### Clock wires, drivers and flops, run 1

Drawn at 6 px/um.
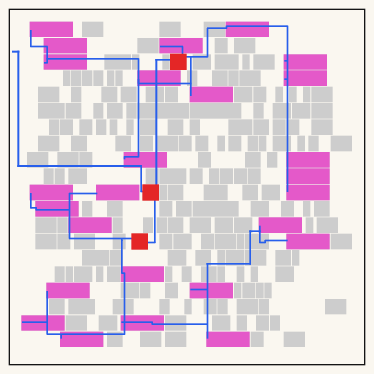
### Gate families picked out, run 1

Drawn at 10 px/um.
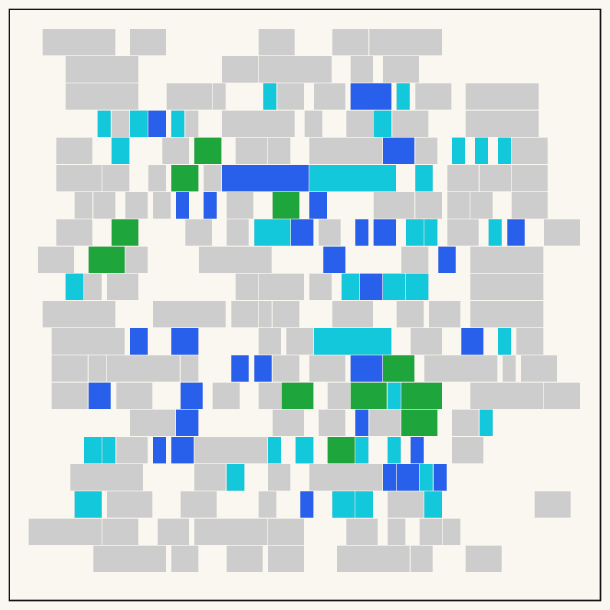
### Close-up of the layout, run 1

Region (14, 3) to (44, 33) um. Cells in gray, sequential cells in the stronger gray; small squares are vias.
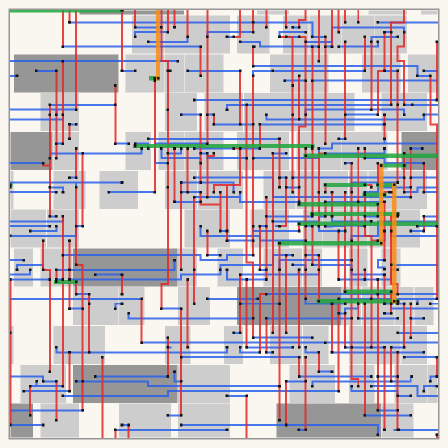
### src/rtl/vga_timing_gen.sv
// Raster timing generator: divides clk to a pixel tick and produces porch-inclusive 640x480@60 counters, syncs and the visible-window flag.
// Latency: counters advance on the edge where pixelTick is high; hSync/vSync/bright/frameStart are registered from the next counter values, so they have zero skew against hCount/vCount.
// Backpressure: none, free-running. Define VGA_FRAME_COUNT_EN to add the 16-bit frameCount output.
module vga_timing_gen #(
    parameter int CLK_DIV     = 4,
    parameter int H_TOTAL     = 800,
    parameter int H_SYNC      = 96,
    parameter int H_VIS_START = 144,
    parameter int H_VIS_END   = 784,
    parameter int V_TOTAL     = 525,
    parameter int V_SYNC      = 2,
    parameter int V_VIS_START = 35,
    parameter int V_VIS_END   = 515
) (
    input  logic       clk,
    input  logic       rst_n,
    output logic       pixelTick,
    output logic [9:0] hCount,
    output logic [9:0] vCount,
    output logic       hSync,
    output logic       vSync,
    output logic       bright,
    output logic       frameStart
`ifdef VGA_FRAME_COUNT_EN
    ,
    output logic [15:0] frameCount
`endif
);

    localparam int DIV_W = (CLK_DIV > 2) ? $clog2(CLK_DIV) : 1;

    localparam logic [DIV_W-1:0] DIV_LAST = DIV_W'(CLK_DIV - 1);
    localparam logic [9:0] H_LAST  = 10'(H_TOTAL - 1);
    localparam logic [9:0] V_LAST  = 10'(V_TOTAL - 1);
    localparam logic [9:0] H_SW    = 10'(H_SYNC);
    localparam logic [9:0] V_SW    = 10'(V_SYNC);
    localparam logic [9:0] H_VS    = 10'(H_VIS_START);
    localparam logic [9:0] H_VE    = 10'(H_VIS_END);
    localparam logic [9:0] V_VS    = 10'(V_VIS_START);
    localparam logic [9:0] V_VE    = 10'(V_VIS_END);

    logic [DIV_W-1:0] div_q, div_d;
    logic [9:0]       h_q, h_d;
    logic [9:0]       v_q, v_d;
    logic             hsync_q, hsync_d;
    logic             vsync_q, vsync_d;
    logic             bright_q, bright_d;
    logic             frame_start_q, frame_start_d;
    logic             pixel_tick;
    logic             h_wrap;

    assign pixel_tick = (div_q == DIV_LAST);
    assign h_wrap     = pixel_tick && (h_q == H_LAST);

    // Next-state: divider, raster counters and derived outputs from the next counter values.
    always_comb begin
        div_d         = pixel_tick ? '0 : div_q + 1'b1;
        h_d           = h_q;
        v_d           = v_q;
        frame_start_d = 1'b0;
        if (pixel_tick) begin
            h_d = h_wrap ? 10'd0 : h_q + 10'd1;
        end
        if (h_wrap) begin
            v_d           = (v_q == V_LAST) ? 10'd0 : v_q + 10'd1;
            frame_start_d = (v_q == V_LAST);
        end
        hsync_d  = !(h_d < H_SW);
        vsync_d  = !(v_d < V_SW);
        bright_d = (h_d >= H_VS) && (h_d < H_VE) && (v_d >= V_VS) && (v_d < V_VE);
    end

    // State register; reset state corresponds to counters at (0,0) with no frame pulse.
    always_ff @(posedge clk) begin
        if (!rst_n) begin
            div_q         <= '0;
            h_q           <= 10'd0;
            v_q           <= 10'd0;
            hsync_q       <= 1'b0;
            vsync_q       <= 1'b0;
            bright_q      <= 1'b0;
            frame_start_q <= 1'b0;
        end else begin
            div_q         <= div_d;
            h_q           <= h_d;
            v_q           <= v_d;
            hsync_q       <= hsync_d;
            vsync_q       <= vsync_d;
            bright_q      <= bright_d;
            frame_start_q <= frame_start_d;
        end
    end

`ifdef VGA_FRAME_COUNT_EN
    logic [15:0] frame_cnt_q, frame_cnt_d;

    // Frame counter steps on the same edge that raises frameStart, so both are visible together.
    always_comb begin
        frame_cnt_d = frame_start_d ? frame_cnt_q + 16'd1 : frame_cnt_q;
    end

    // Frame counter register.
    always_ff @(posedge clk) begin
        if (!rst_n) begin
            frame_cnt_q <= 16'd0;
        end else begin
            frame_cnt_q <= frame_cnt_d;
        end
    end

    assign frameCount = frame_cnt_q;
`endif

    assign pixelTick  = pixel_tick;
    assign hCount     = h_q;
    assign vCount     = v_q;
    assign hSync      = hsync_q;
    assign vSync      = vsync_q;
    assign bright     = bright_q;
    assign frameStart = frame_start_q;

endmodule

### config.mk
export PLATFORM = sky130hd
export DESIGN_NAME = vga_timing_gen
export DESIGN_NICKNAME = d
export VERILOG_FILES = /design/src/rtl/vga_timing_gen.sv
export SDC_FILE = /design/constraint.sdc
export NUM_CORES = 1
export LEC_CHECK = 0
export CAP_MARGIN = 15
export CORE_MARGIN = 1.5
export CORE_UTILIZATION = 50
export CTS_CLUSTER_SIZE = 20
export DETAILED_ROUTE_END_ITERATION = 10
export GPL_ROUTABILITY_DRIVEN = 0
export PLACE_DENSITY_LB_ADDON = 0.1
export SLEW_MARGIN = 10
export SYNTH_ARGS = -nofsm -noshare
export SYNTH_HDL_FRONTEND = slang
export SYNTH_SLANG_ARGS = --single-unit
### constraint.sdc
create_clock -name clk -period 2.7 [get_ports clk]
set_input_delay 0.54 -clock clk [delete_from_list [all_inputs] [get_ports clk]]
set_output_delay 0.54 -clock clk [all_outputs]
set_load 0.005 [all_outputs]
==> run_results.csv, run 1 <==
group,metric,value,unit
run_status,status,"completed",
synth,synth_flops,26,
cts,cts_resized,0,
power,switching_share,22.2,%
layout,largest_class,"combinational gates",
layout,bufAreaShareNonClock,17.1,%
die,pin_count,27,
synth,ys_seq_share,33.2,%
power,p_int,453,uW
worst_setup_path,endpoint_kind,"flip-flop",
layout,area_growth,19.6,%
synth,edf_count,0,
global_route,grt_antenna_before_repair,0,
final_timing,tightest_slew,671,ps
layout,inverters_excl_clock,4,
worst_setup_path,crit_chain,"or3b_1, or4_4, o21a_1, a211oi_2, nand4b_4, a31oi_1",
global_route,grt_pass1_vias,1348,
worst_setup_path,worstSetupStartpoint,"hCount[5]$_SDFF_PN0_",
global_route,grt_overflow_total,0,
cts,cts_root_buffer,"clkbuf_4",
power,p_sw,129,uW
Notes on 'Clock wires, drivers and flops' above:
[flip-flops] magenta | count: 26
[clock drivers] red | count: 3
[clock wires] blue | length: 324 um
routed clock nets: 4
flops lie: spread over the die
clock share of power: 28.6%
Clk. pwr: 166 uW

Notes on 'Gate families picked out' above:
[NAND gates] blue | cells: 31
[AND-OR and OR-AND gates] green | cells: 11
[NOR gates] cyan | cells: 36 | where: spread over the die
multi-input logic portion of the cell area: 50.9%
Post-Layout Cell Count: 239

Notes on 'Close-up of the layout' above:
[metal 2] red
[metal 3] green
[metal 4] orange
[metal 1] blue
most frequent: nand2_1 (6)
netlist names of flops here include: hCount (4), hSync (1)
cells with their middle in the window: 76
sequential cells in the window: 5

[run 1: logic make-up after synthesis]
family / synth area share (%)
simple gates: 32.7
flops: 33.2
buf+inv: 5.83
fa+ha+maj: 3.20
xor+xnor: 5.03
compound gates: 18.0
mux: 2.00
[run 1: Yosys cell counts (all sizes together), types with 2 or more instances]
library cell,n,area [um^2]
nand3,7,35.0
and2,7,43.8
nor2,17,63.8
nand4,7,43.8
a31oi,3,18.8
and3,5,31.3
a211oi,2,20.0
dfxtp,26,521
nand2b,3,18.8
xor2,5,43.8
inv,4,15.0
buf,4,38.8
o21ai,5,25.0
ha,4,50.1
nor4,4,40.0
xnor2,4,35.0
clkbuf,10,37.5
nand2,9,33.8
o21a,4,30.0
o211a,2,20.0
mux2i,2,20.0
o211ai,4,30.0
a21oi,8,43.8
nor3,13,70.1
nand4b,3,41.3
[run 1: through the flow]
step / power (uW) / setup slack (ps) / hold WS [ps] / cell area [um^2]
final: 582 / 234 / 441 / 1870
after global routing: 606 / 150 / 469 / 1870
after CTS: 589 / 232 / 443 / 1870
after detailed placement: 425 / 284 / 424 / 1850
after global placement: 424 / 333 / 413 / 1850
after floorplan: 414 / 191 / 404 / 1570
[run 1: routing by layer]
metal	routed length (um)	share of wire, %	global-route usage, %
met5	0	0	0
met4	55	1.5	8.44
met3	163	4.5	2.62
met2	1590	44	35.6
met1	1820	50	33.7
[run 1: flip-flops by register name (all words and copies together), names as in the netlist]
register	count
bright	1
div_q	2
frameStart	1
hCount	10
hSync	1
vCount	10
vSync	1
[run 1: power groups by stage]
stage	Clock [uW]	Combinational, uW	Sequential [uW]
final	166	23.6	392
after global routing	187	26.1	393
after CTS	173	24.0	392
after detailed placement	0	24.0	401
after global placement	0	23.5	400
after floorplan	0	13.8	400
==> inputs of run 2 (changes only) <==
MAX_ROUTING_LAYER = met4   (was unset)
==> run 2 against run 1 <==
Synthesized area is the same. First-iteration DRC count decreased by 7.5%. Maximum frequency grew 0.30%. Global-route usage grew 0.69 points. Cell area unchanged. Via count barely moved. Power decreased by 0.29%. Non-clock buffer count did not move. Worst hold slack about the same. Synthesized cell count unchanged. Critical path depth did not move. Clock power hardly changed. Critical path type unchanged. Critical endpoint unchanged. Highest routed layer unchanged.
==> run_results.csv, run 2 <==
group,metric,value,unit
worst_setup_path,critPathRequiredTime,2960,ps
placed_design,io_buffers,26,
cts,cts_num_sinks,26,
synth,syn_area_per_cell,8.56,um^2
final_timing,tightest_slew,670,ps
layout,bufAreaShareNonClock,17.1,%
synth,top_cells_by_area,"dfxtp_1, nor2_1, nor3_1, ha_1, and2_1",
die,pin_count,27,
global_route,grt_pass1_vias,1352,
synth,top_cells_by_count,"dfxtp_1, nor2_1, nor3_1",
global_route,grt_overflow_total,0,
route,drc,0,
cts,cts_resized,0,
synth,ys_sh_simple,32.7,%
power,finalPower,580,uW
synth,synth_flops,26,
synth,synthXorXnorAreaFrac,5.03,%
synth,ys_seq_share,33.2,%
layout,instances_no_fill,239,
synth,top_area_share,33.2,%
layout,stdcell_area,0.00187,mm^2
synth,netlist_logic_family_top,"simple AND/OR/NAND/NOR gates",
die,core_region_area,0.00300,mm^2
global_route,grt_antenna_before_repair,0,
synth,yosys.area_share.aoi,18.0,%
synth,fp_nets,189,
layout,nClkBuffers,3,
placed_design,place_ws,284,ps
placed_design,placed_cell_area,0.00185,mm^2
worst_setup_path,crit_chain,"or3b_1, or4_4, o21a_1, a211oi_2, nand4b_4, a31oi_1",
final_timing,fmax,407,MHz
synth,ys.warnings.count,0,
synth,yosysTopAreaCell,"dfxtp_1",
synth,top_cell,"dfxtp_1",
layout,largest_class,"combinational gates",
synth,edf_count,0,
cts,clk_pin_slew,140,ps
synth,ys_sh_mux,2.00,%
layout,area_growth,19.6,%
run_status,status,"completed",
global_route,grt_pass1_wl,6170,um
layout,ff_count,26,
final_timing,finalCritPeriodShare,91.1,%
worst_setup_path,endpoint_kind,"flip-flop",
cts,cts_root_buffer,"clkbuf_4",
synth,adder_share,3.19,%
layout,comb_share,50.9,%
## run 2: cell counts in the layout (fill, tap and decap cells not counted)
Identical to the previous run, type by type.
## run 2: worst max-delay path: cells and delay by family (launching register included)
| family | cells | cell delay [ps] |
|---|---|---|
| simple gates | 3 | 1280 |
| compound gates | 3 | 690 |
| flops | 1 | 420 |
## run 2: path summary, 6_finish.rpt
kind / end / slack (ps) / cells past startpoint / start
max: bright$_SDFF_PN0_ / 240 / 6 / hCount[5]$_SDFF_PN0_
min: div_q[0]$_SDFF_PP0_ / 440 / 1 / div_q[0]$_SDFF_PP0_
min reg2reg: div_q[0]$_SDFF_PP0_ / 440 / 1 / div_q[0]$_SDFF_PP0_
max reg2reg: bright$_SDFF_PN0_ / 240 / 6 / hCount[5]$_SDFF_PN0_
## run 2: kinds of logic (layout without fill, tap and decap cells)
family	Yosys count	in the layout
AND-OR/OR-AND	39	39
adder cells (fa/ha/maj)	4	4
buffers and inverters	18	41
multiplexers	3	3
XOR/XNOR	9	9
AND/OR/NAND/NOR	84	84
flip-flops	26	26
## run 2: through the flow
stage,hold WS (ps),utilization (%)
finish,441,62.4
global route,469,62.4
CTS,443,62.4
detailed placement,424,61.7
global placement,413,61.7
floorplan,404,-
## run 2: power by group
group	internal, uW	switching [uW]	total (uW)
registers	389	3.31	392
logic	11.5	12.1	23.6
clock network	52.3	112	165
total	453	128	580
## run 2: routing by layer
layer / vias to the layer above / track usage, % / share of wire, %
met5: - / - / 0
met3: 6 / 2.40 / 4.2
li1: 724 / - / -
met4: 0 / 8.44 / 1.4
met1: 697 / 33.8 / 50
met2: 45 / 35.6 / 44
### Close-up of the layout, run 2

Region (14, 3) to (44, 33) um. Cells in gray, sequential cells in the stronger gray; small squares are vias.
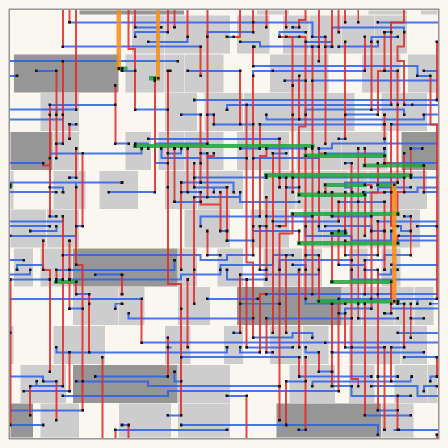
[metal 2] red
[metal 4] orange
[metal 1] blue
[metal 3] green
most frequent: nand2_1 (6)
sequential cells in the window: 5
netlist names of flops here include: hCount (4), hSync (1)
cells with their middle in the window: 76

### Wiring heat map, run 2

Drawn at 6 px/um. The die is cut into 12 by 12 equal tiles; white is low, dark blue is high, scaled to the fullest tile. Values are wire area over tile area, all layers added.
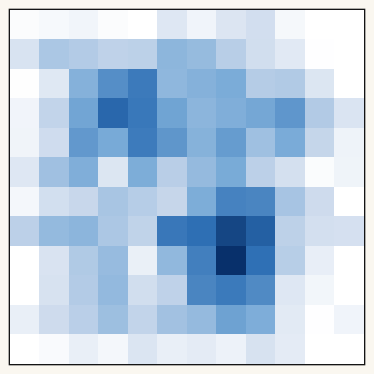
densest ninth of the die: center
mean over tiles: 0.16
tiles over half the peak: 18%
nearly empty tiles: 13%

No activity file was given, so power comes from the tool's default toggle rates.
